--- config.mk ---
export PLATFORM = sky130hd
export DESIGN_NAME = trigger_fifo_arbiter_flat
export DESIGN_NICKNAME = d
export VERILOG_FILES = /design/src/rtl/trigger_fifo_arbiter_if.sv /design/src/rtl/trigger_fifo_arbiter.sv /design/src/flat_wrapper.sv
export SDC_FILE = /design/constraint.sdc
export NUM_CORES = 1
export LEC_CHECK = 0
export ABC_AREA = 0
export CORE_ASPECT_RATIO = 0.5
export CORE_UTILIZATION = 37
export DETAILED_ROUTE_END_ITERATION = 10
export PLACE_DENSITY = 0.75
export RECOVER_POWER = 50
export SLEW_MARGIN = 25
export SYNTH_ARGS = -nofsm -noshare
export SYNTH_HDL_FRONTEND = slang
export SYNTH_SLANG_ARGS = --single-unit
--- constraint.sdc ---
create_clock -name clk -period 2.4 [get_ports clk]
set_clock_uncertainty 0.1 [all_clocks]
set_input_delay 0.48 -clock clk [delete_from_list [all_inputs] [get_ports clk]]
set_output_delay 0.48 -clock clk [all_outputs]
set_load 0.1 [all_outputs]
--- src/rtl/trigger_fifo_arbiter_if.sv ---
// Handshake bundle between the two trigger receivers, the arbiter and the trigger FIFO.
// Ports: req0/req1 valid/data/ready from the receivers, fifo valid/data/ready towards the FIFO.
interface trigger_fifo_arbiter_if;
  logic         req0_valid;
  logic [127:0] req0_data;
  logic         req0_ready;
  logic         req1_valid;
  logic [127:0] req1_data;
  logic         req1_ready;
  logic         fifo_ready;
  logic         fifo_valid;
  logic [127:0] fifo_data;

  modport slave (
    input  req0_valid, req0_data,
    input  req1_valid, req1_data,
    input  fifo_ready,
    output req0_ready, req1_ready,
    output fifo_valid, fifo_data
  );

  modport master (
    output req0_valid, req0_data,
    output req1_valid, req1_data,
    output fifo_ready,
    input  req0_ready, req1_ready,
    input  fifo_valid, fifo_data
  );
endinterface

--- src/rtl/trigger_fifo_arbiter.sv ---
// Round-robin arbiter sharing the trigger FIFO write port between the pulse and TTC receivers.
// Ports: clk/reset/reset_counters, bus (slave modport), state, grant_cnt0/1, stall_err.
module trigger_fifo_arbiter #(
  parameter logic [15:0] STALL_LIMIT = 16'd4000
) (
  input  logic                         clk,
  input  logic                         reset,
  input  logic                         reset_counters,
  trigger_fifo_arbiter_if.slave        bus,
  output logic [2:0]                   state,
  output logic [31:0]                  grant_cnt0,
  output logic [31:0]                  grant_cnt1,
  output logic                         stall_err
);

  localparam logic [2:0] S_IDLE  = 3'b001;
  localparam logic [2:0] S_SEND0 = 3'b010;
  localparam logic [2:0] S_SEND1 = 3'b100;

  logic [2:0]   state_q, state_d;
  logic         fifo_valid_q, fifo_valid_d;
  logic [127:0] fifo_data_q, fifo_data_d;
  logic         last_grant_q, last_grant_d;
  logic [31:0]  grant_cnt0_q, grant_cnt0_d;
  logic [31:0]  grant_cnt1_q, grant_cnt1_d;
  logic [15:0]  stall_cnt_q, stall_cnt_d;
  logic         stall_err_q, stall_err_d;

  logic is_idle;
  logic is_send;
  logic win0;
  logic win1;

  assign is_idle = (state_q == S_IDLE);
  assign is_send = (state_q == S_SEND0) ||
                   (state_q == S_SEND1);

  // On a tie the requester that did not win last time goes first.
  assign win0 = bus.req0_valid &
                (~bus.req1_valid | last_grant_q);
  assign win1 = bus.req1_valid &
                (~bus.req0_valid | ~last_grant_q);

  // Exact IDLE compare so a corrupted state never acks a word it will not latch.
  assign bus.req0_ready = is_idle & win0;
  assign bus.req1_ready = is_idle & win1;

  always_comb begin
    state_d      = state_q;
    fifo_valid_d = fifo_valid_q;
    fifo_data_d  = fifo_data_q;
    last_grant_d = last_grant_q;
    grant_cnt0_d = grant_cnt0_q;
    grant_cnt1_d = grant_cnt1_q;
    stall_cnt_d  = stall_cnt_q;
    stall_err_d  = stall_err_q;

    unique case (1'b1)
      is_idle: begin
        stall_cnt_d = 16'd0;
        if (win0) begin
          fifo_data_d      = bus.req0_data;
          fifo_data_d[127] = 1'b0;
          fifo_valid_d     = 1'b1;
          last_grant_d     = 1'b0;
          grant_cnt0_d     = grant_cnt0_q + 32'd1;
          state_d          = S_SEND0;
        end else if (win1) begin
          fifo_data_d      = bus.req1_data;
          fifo_data_d[127] = 1'b1;
          fifo_valid_d     = 1'b1;
          last_grant_d     = 1'b1;
          grant_cnt1_d     = grant_cnt1_q + 32'd1;
          state_d          = S_SEND1;
        end else begin
          fifo_valid_d = 1'b0;
        end
      end
      is_send: begin
        if (bus.fifo_ready) begin
          fifo_valid_d = 1'b0;
          fifo_data_d  = 128'd0;
          stall_cnt_d  = 16'd0;
          state_d      = S_IDLE;
        end else begin
          if (stall_cnt_q != 16'hFFFF)
            stall_cnt_d = stall_cnt_q + 16'd1;
          // A limit of zero turns the watchdog off.
          if ((STALL_LIMIT != 16'd0) &&
              (stall_cnt_q == STALL_LIMIT - 16'd1))
            stall_err_d = 1'b1;
        end
      end
      default: begin
        state_d      = S_IDLE;
        fifo_valid_d = 1'b0;
        fifo_data_d  = 128'd0;
        stall_cnt_d  = 16'd0;
      end
    endcase

    // Clearing beats a grant in the same cycle.
    if (reset_counters) begin
      grant_cnt0_d = 32'd0;
      grant_cnt1_d = 32'd0;
      stall_err_d  = 1'b0;
    end
  end

  always_ff @(posedge clk) begin
    if (reset) begin
      state_q      <= S_IDLE;
      fifo_valid_q <= 1'b0;
      fifo_data_q  <= 128'd0;
      last_grant_q <= 1'b1;
      grant_cnt0_q <= 32'd0;
      grant_cnt1_q <= 32'd0;
      stall_cnt_q  <= 16'd0;
      stall_err_q  <= 1'b0;
    end else begin
      state_q      <= state_d;
      fifo_valid_q <= fifo_valid_d;
      fifo_data_q  <= fifo_data_d;
      last_grant_q <= last_grant_d;
      grant_cnt0_q <= grant_cnt0_d;
      grant_cnt1_q <= grant_cnt1_d;
      stall_cnt_q  <= stall_cnt_d;
      stall_err_q  <= stall_err_d;
    end
  end

  assign bus.fifo_valid = fifo_valid_q;
  assign bus.fifo_data  = fifo_data_q;
  assign state          = state_q;
  assign grant_cnt0     = grant_cnt0_q;
  assign grant_cnt1     = grant_cnt1_q;
  assign stall_err      = stall_err_q;

endmodule
--- src/flat_wrapper.sv ---
// flat-port wrapper written by rule: the top's interface ports become plain ports
module trigger_fifo_arbiter_flat 
#(
  parameter logic [15:0] STALL_LIMIT = 16'd4000
)
  (clk, reset, reset_counters, state, grant_cnt0, grant_cnt1, stall_err, bus_req0_valid, bus_req0_data, bus_req1_valid, bus_req1_data, bus_fifo_ready, bus_req0_ready, bus_req1_ready, bus_fifo_valid, bus_fifo_data);
  trigger_fifo_arbiter_if bus_i ();
  input  logic clk;
  input  logic reset;
  input  logic reset_counters;
  output logic [2:0] state;
  output logic [31:0] grant_cnt0;
  output logic [31:0] grant_cnt1;
  output logic stall_err;
  input wire logic [$bits(bus_i.req0_valid)-1:0] bus_req0_valid;
  input wire logic [$bits(bus_i.req0_data)-1:0] bus_req0_data;
  input wire logic [$bits(bus_i.req1_valid)-1:0] bus_req1_valid;
  input wire logic [$bits(bus_i.req1_data)-1:0] bus_req1_data;
  input wire logic [$bits(bus_i.fifo_ready)-1:0] bus_fifo_ready;
  output wire logic [$bits(bus_i.req0_ready)-1:0] bus_req0_ready;
  output wire logic [$bits(bus_i.req1_ready)-1:0] bus_req1_ready;
  output wire logic [$bits(bus_i.fifo_valid)-1:0] bus_fifo_valid;
  output wire logic [$bits(bus_i.fifo_data)-1:0] bus_fifo_data;
  assign bus_i.req0_valid = bus_req0_valid;
  assign bus_i.req0_data = bus_req0_data;
  assign bus_i.req1_valid = bus_req1_valid;
  assign bus_i.req1_data = bus_req1_data;
  assign bus_i.fifo_ready = bus_fifo_ready;
  assign bus_req0_ready = bus_i.req0_ready;
  assign bus_req1_ready = bus_i.req1_ready;
  assign bus_fifo_valid = bus_i.fifo_valid;
  assign bus_fifo_data = bus_i.fifo_data;
  trigger_fifo_arbiter #(.STALL_LIMIT(STALL_LIMIT)) u_core (.clk(clk), .reset(reset), .reset_counters(reset_counters), .bus(bus_i), .state(state), .grant_cnt0(grant_cnt0), .grant_cnt1(grant_cnt1), .stall_err(stall_err));
endmodule
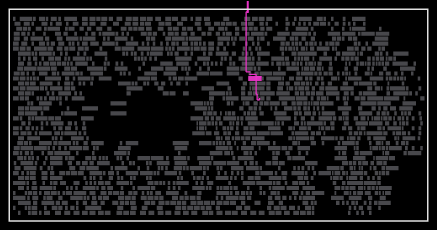
Figure 1: run 1, nets reached from selected ports.
Key: magenta = bus_fifo_valid [bits 1, direction output, edge top, end cells 1, buffers 1, wire 60.0 um]

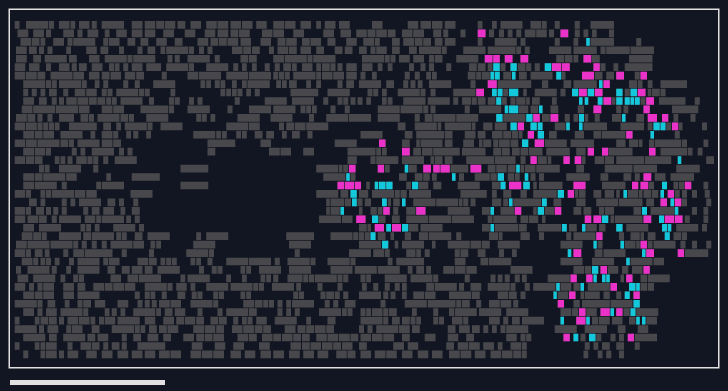
Figure 2: run 1, selected gate families.
Scale bar: 50 um.
Key: magenta = AND and OR gates [cells 91, most used or3_1]; cyan = NAND gates [cells 108, most used nand2_1]
commonest non-fill, non-tap cell in the layout: clkdlybuf4s50_1
Final Non-Filler Cells: 1899
Comb/total area: 0.330

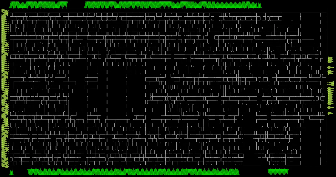
Figure 3: run 1, placed standard cells.
Site Rows: 40
sequential share of cell area: 0.299

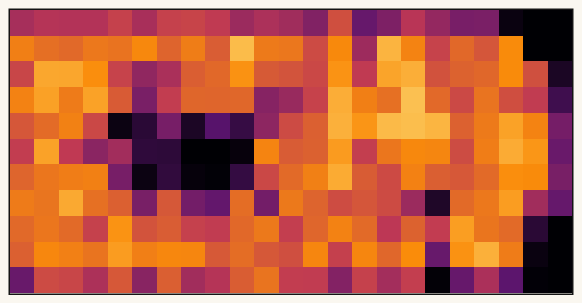
Figure 4: run 1, cell density map.
The die is cut into 23 by 11 equal tiles; black is low, pale yellow is high, 0 to 100% covered.
13% of the tiles are over 75% full. The mean over all tiles is 54%. 5.5% of the tiles are nearly empty. The fullest tile reaches 86%.

==> reports/qor.yml, run 1 <==
setup_ws_ns: 0.0697
yosysTopAreaCell: "dfxtp_1"
hold_depth: 3
cts_buffers: 20
tightest_slew_ns: 0.955
crit_path_max_fanout: 4
fin_crit_sh: 0.971
yosysTopAreaCellShare: 0.452
ff_type: "dfxtp_1"
area_leaders: "dfxtp_1 (45%), a22oi_1 (10%), a21oi_1 (9.0%)"
io_buffer_count: 458
hold_viol_final: 0
power_density_mw_per_mm2: 747
slew_viol_final: 0
yosysWarningCount: 0
cts_tree: "done"
common_cells: "dfxtp_1 (213), a21oi_1 (169), o21ai_0 (145), a22oi_1 (127), clkbuf_1 (80)"
worstSetupStartpoint: "u_core.state[2]$_SDFFE_PP0P_"
fmax_mhz: 429
io_pins: 461
r2r_start: "u_core.state[1]$_SDFFE_PP0P_"
clk_path_buf_depth: 3
top_logic_kind: "AND-OR/OR-AND gates"
n_antenna_cell: 0
synthCells: 1107
vias_per_cell: 5.70
cp.required_ns: 1.82
core_area_mm2: 0.0245
setup.reg_to_reg.worst_slack_ns: 0.16
syn_area_per_cell_um2: 8.53
worst-r2r-cell-count: 7
placed_area_mm2: 0.0142
die_area_mm2: 0.0262
ys_sh_mux: 0.0191
fillers: 2229
start_kind: "flop"
cts-root-buf: "clkbuf_16"
cts_setup_buffers: 8
wl_per_cell_um: 19.0
finalInstanceArea_mm2: 0.0145
final_cell_mix: "clkdlybuf4s50_1 (257), clkbuf_2 (189), dfxtp_1 (177)"
ys_cells: 1107
fp.dieW_um: 228
wl_um: 36100
grt_usage: 0.257
power.total_mw: 10.8
rsz0062_at_grt: "no"
yosys.area_share.xor_xnor: 0.0121
p_leak_nw: 5.24
clkTransAtPathRegs_ns: 0.07
ant_nets: 0
first_pass_iters: 5
layout.area.comb_mm2: 0.00477
slowest_stage: "dfxtp_4"
cts_resized: 3
adder_share: 0.00398
worstHoldEndpoint: "u_core.grant_cnt1[14]$_SDFFE_PP0P_"
ctsHoldBuffers: 0
initialDrtViolationCount: 739
synth_cell_type_count: 52
grt_max_degree: 78
drv_cap: 0
synthArstFlopShare: 0
grt_pass1_vias: 10354
syn-cell-area_mm2: 0.00944
grt_pass1_wl_um: 55300
status: "finished, final reports clean"
area_growth_pct: 53.3
largest_class: "logic gates"
path_class: "reg2out"
yosysMostFrequentCell: "dfxtp_1"
min-delay-path-class: "in2reg"
synthesis.nets: 1372
post-dp-hpwl_um: 26100
hold_ws_ns: 0.297
numSynthFlops: 213
layout-drive-gt1-share: 0.221
cp_data_arrival_time_ns: 1.75
nWellTaps: 336
timing.rr.end: "u_core.bus.fifo_data[55]$_SDFFE_PP0P_"
num-nonclk-inverters: 13
htree_levels: 1
critical_path.max_stage_delay_ns: 0.35
irDropWorstVdd_v: 0.000461
drc: 0
ys_seq_frac: 0.452
gr-total-overflow: 0
clkbuf_count: 28
place_congestion: 0.993
finalSetupViolations: 0
ys_sh_simple: 0.160
post-route-min-period_ns: 2.33
end_kind: "primary output"
regArea_mm2: 0.00433
ys_chip_area_mm2: 0.00944
flop-count: 213
crit_path_cell_trace: "buf_4, nor3b_4, nand3_1, inv_4, buf_12"
buffer_area_frac: 0.291
vias: 10820
buffers_excl_clock: 520
edf_count: 0
insertion_delay_ns: 0.51
nMultiInputCombCells: 782
hp-start: "reset"
initial_core_util: 0.385
fin_nets: 1815
die_h_um: 115
final_util: 0.590
dp_cells: 1856
ys_sh_aoi: 0.306
largest_reg_flops: 127
relSlewSlack: 0.364
-- run 1: report_power, final --
group / switching (mW) / internal (mW) / leakage [nW] / total, mW
registers: 0.120 / 3.76 / 1.75 / 3.88
clock network: 1.46 / 1.93 / 0.335 / 3.38
logic: 2.56 / 0.990 / 3.15 / 3.55
total: 4.14 / 6.68 / 5.24 / 10.8
-- run 1: metal layers --
| layer | share of wire | global-route usage | up-vias |
|---|---|---|---|
| li1 | - | - | 5123 |
| met4 | 0.030 | 0.0716 | 0 |
| met2 | 0.50 | 0.466 | 378 |
| met3 | 0.060 | 0.0543 | 73 |
| met1 | 0.41 | 0.311 | 5246 |
| met5 | 0 | 0 | - |
-- run 1: worst max-delay path: cells and delay by family, from the launching register on --
family                 cells  cell delay [ns]
buffers and inverters      3             0.51
and+or+nand+nor            2             0.38
DFF                        1             0.35
==> inputs of run 2 (changes only) <==
--- a/config.mk
+++ b/config.mk
@@ -8,6 +8,7 @@
 export ABC_AREA = 0
 export CORE_ASPECT_RATIO = 0.5
 export CORE_UTILIZATION = 37
+export CTS_CLUSTER_SIZE = 14
 export DETAILED_ROUTE_END_ITERATION = 10
 export PLACE_DENSITY = 0.75
 export RECOVER_POWER = 50
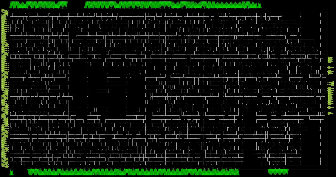
Figure 5: run 2, placed standard cells.
flip-flops: 213
core box area: 0.0245 mm^2
Core Util, Final: 0.589
Fillers: 2257

==> run 2 against run 1 <==
Compared with the run above: die size is the same; register-to-register slack is essentially flat; flip-flop count is the same; power shrank 1.1%; worst setup slack lost 0.022 ns; largest power group unchanged; utilization shrank 0.092 points; cell count grew 0.21%; clock-buffer cell count grew 2; critical endpoint is now bus_req1_ready; sequential power is essentially flat; sequential share of layout area is essentially flat.
==> reports/qor.yml, run 2 <==
grtUsageMet3: 0.0615  # +0.00719
layout_top_cell: "clkdlybuf4s50_1"
grt_pass1_vias: 10348  # -0.058%
syn-cell-area_mm2: 0.00944  # unchanged
wl_per_cell_um: 18.8  # -0.90%
path_buffers: 2  # -1
critical_path.max_stage_delay_ns: 0.42  # +0.07 ns
p_leak_nw: 5.24  # about the same
vias_per_cell: 5.65  # -0.89%
largest_reg_flops: 127  # unchanged
use_met1: 0.305  # -0.00626
cts_tree: "done"
path_class: "reg2out"
ant_nets: 0  # unchanged
power_density_mw_per_mm2: 740  # -0.98%
drc: 0  # unchanged
yosys.area_share.xor_xnor: 0.0121  # unchanged
rsz0062_at_grt: "no"
edf_count: 0  # unchanged
gr-total-overflow: 0  # unchanged
setup_ws_ns: 0.0478  # -0.0220 ns
met2RoutedLength_um: 17800  # -2.2%
min-delay-path-class: "in2reg"
insertion_delay_ns: 0.50  # about the same
end_kind: "primary output"
crit_end: "bus_req1_ready"
clk_path_buf_depth: 3  # unchanged
power.total_mw: 10.7  # -1.1%
hold_depth: 3  # unchanged
place_congestion: 0.993  # unchanged
grt_max_degree: 78  # unchanged
finalInstanceArea_mm2: 0.0145  # -0.16%
powerClk_mw: 3.26  # -4%
regArea_mm2: 0.00433  # unchanged
worstSetupStartpoint: "u_core.state[2]$_SDFFE_PP0P_"
irDropWorstVdd_v: 0.000406  # -12%
layout.area.comb_mm2: 0.00477  # -0.13%
worstHoldEndpoint: "u_core.grant_cnt0[11]$_SDFFE_PP0P_"
ys_cells: 1107  # unchanged
tool_warnings: 29
io_buffer_count: 458  # unchanged
cp.required_ns: 1.82  # about the same
fin_nets: 1818  # +0.17%
fin_crit_sh: 0.980  # +0.00915
timing.rr.end: "u_core.bus.fifo_data[55]$_SDFFE_PP0P_"
status: "finished, final reports clean"
switching_share: 0.382  # -0.000466
common_cells: "dfxtp_1 (213), a21oi_1 (169), o21ai_0 (145), a22oi_1 (127), clkbuf_1 (80)"
htree_levels: 1  # unchanged
post-dp-hpwl_um: 26100  # unchanged
clkPwrFrac: 0.305  # -0.008
yosysMostFrequentCell: "dfxtp_1"
synthCells: 1107  # unchanged
ys_chip_area_mm2: 0.00944  # unchanged
ys_sh_aoi: 0.306  # unchanged
cp_data_arrival_time_ns: 1.77  # +0.02 ns
slew_viol_final: 0  # unchanged
area_leaders: "dfxtp_1 (45%), a22oi_1 (10%), a21oi_1 (9.0%)"
top_logic_kind: "AND-OR/OR-AND gates"
yosysWarningCount: 0  # unchanged
top_layer: "met4"
synth_cell_type_count: 52  # unchanged
slowest_stage: "or3b_4"
ff_type: "dfxtp_1"
core.rowCount: 40  # unchanged
first_pass_iters: 6  # +1
fmax_mhz: 425  # -0.93%
die_area_mm2: 0.0262  # unchanged
numSynthFlops: 213  # unchanged
hold_ws_ns: 0.321  # +0.0235 ns
adder_share: 0.00398  # unchanged
grt_usage: 0.254  # -0.00344
wl_met3_um: 2170  # +0.84%
ctsHoldBuffers: 0  # unchanged
synthArstFlopShare: 0  # unchanged
ys_sh_mux: 0.0191  # unchanged
finalSetupViolations: 0  # unchanged
comb_cell_power_mw: 3.55  # about the same
start_kind: "flop"
post-route-min-period_ns: 2.35  # +0.0220 ns
wl_met1_um: 14600  # -0.74%
io_pins: 461  # unchanged
worst-r2r-cell-count: 7  # unchanged
tightest_slew_ns: 0.962  # +0.00764 ns
stdcell_count: 1903  # +0.21%
die_h_um: 115  # unchanged
fp.dieW_um: 228  # unchanged
yosysTopAreaCellShare: 0.452  # unchanged
grt_pass1_wl_um: 54600  # -1.3%
cts_buffers: 21  # +5.0%
hold_viol_final: 0  # unchanged
yosysTopAreaCell: "dfxtp_1"
cp_num_cells: 4  # -1
hp-start: "reset"
p_sw_mw: 4.09  # -1.3%
relSlewSlack: 0.359  # -0.00510
power.largest_group: "sequential cells"
ys_seq_frac: 0.452  # unchanged
initial_core_util: 0.385  # unchanged
clkTransAtPathRegs_ns: 0.07  # about the same
vias: 10746  # -0.68%
drv_cap: 0  # unchanged
crit_path_max_fanout: 4  # unchanged
initialDrtViolationCount: 709  # -4.1%
seq-power_mw: 3.88  # about the same
r2r_start: "u_core.state[1]$_SDFFE_PP0P_"
top_usage_layer: "met2"
wl_um: 35800  # -0.70%
setup.reg_to_reg.worst_slack_ns: 0.17  # about the same
seqPwrFrac: 0.363  # +0.004
path_delay_family: "simple AND/OR/NAND/NOR gates"
layout-drive-gt1-share: 0.219  # -0.00170
placed_area_mm2: 0.0142  # unchanged
synthesis.nets: 1372  # unchanged
area_growth_pct: 53.0
met2_usage: 0.450  # -0.0163
crit_path_cell_trace: "or3b_4, buf_4, nor2_4, buf_12"
cts-root-buf: "clkbuf_16"
p_comb_frac: 0.332  # +0.004
final_cell_mix: "clkdlybuf4s50_1 (257), clkbuf_2 (189), dfxtp_1 (177)"
intPower_mw: 6.61  # -1.1%
ys_sh_simple: 0.160  # unchanged
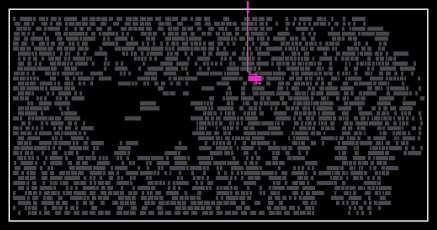
Figure 6: run 2, nets reached from selected ports.
Key: magenta = bus_fifo_valid [bits 1, direction output, edge top, end cells 1, buffers 1, wire 48.7 um]

==> run 2: cell families (layout without fill, tap and decap cells) <==
group,count (synthesis),after routing
DFF,213,213
and+or+nand+nor,261,261
xor gates and xnor gates,13,13
buffers and inverters,112,571
adders and majority gates,3,3
AOI/OAI and AO/OA,487,487
other,0,1
muxes,18,18
==> run 2: area by class of cell <==
class,count,area share
Timing Repair Buffer,522,0.292
Multi-Input combinational cell,782,0.330
Inverter,13,0.00355
Clock inverter,6,0.00424
Sequential cell,213,0.300
Antenna cell,1,0.000173
Clock buffer,30,0.0415
Tap cell,336,0.0291
==> run 2: repair_timing <==
item | in CTS | in global routing
resized | 3 | 1
gates cloned | 0 | 0
pin swaps | 1 | 0
hold endpoints to repair | 0 | 0
setup endpoints to repair | 2 | 3
setup buffers | 8 | 2
Power figures rest on the tool's default switching activity, not on a simulated workload.
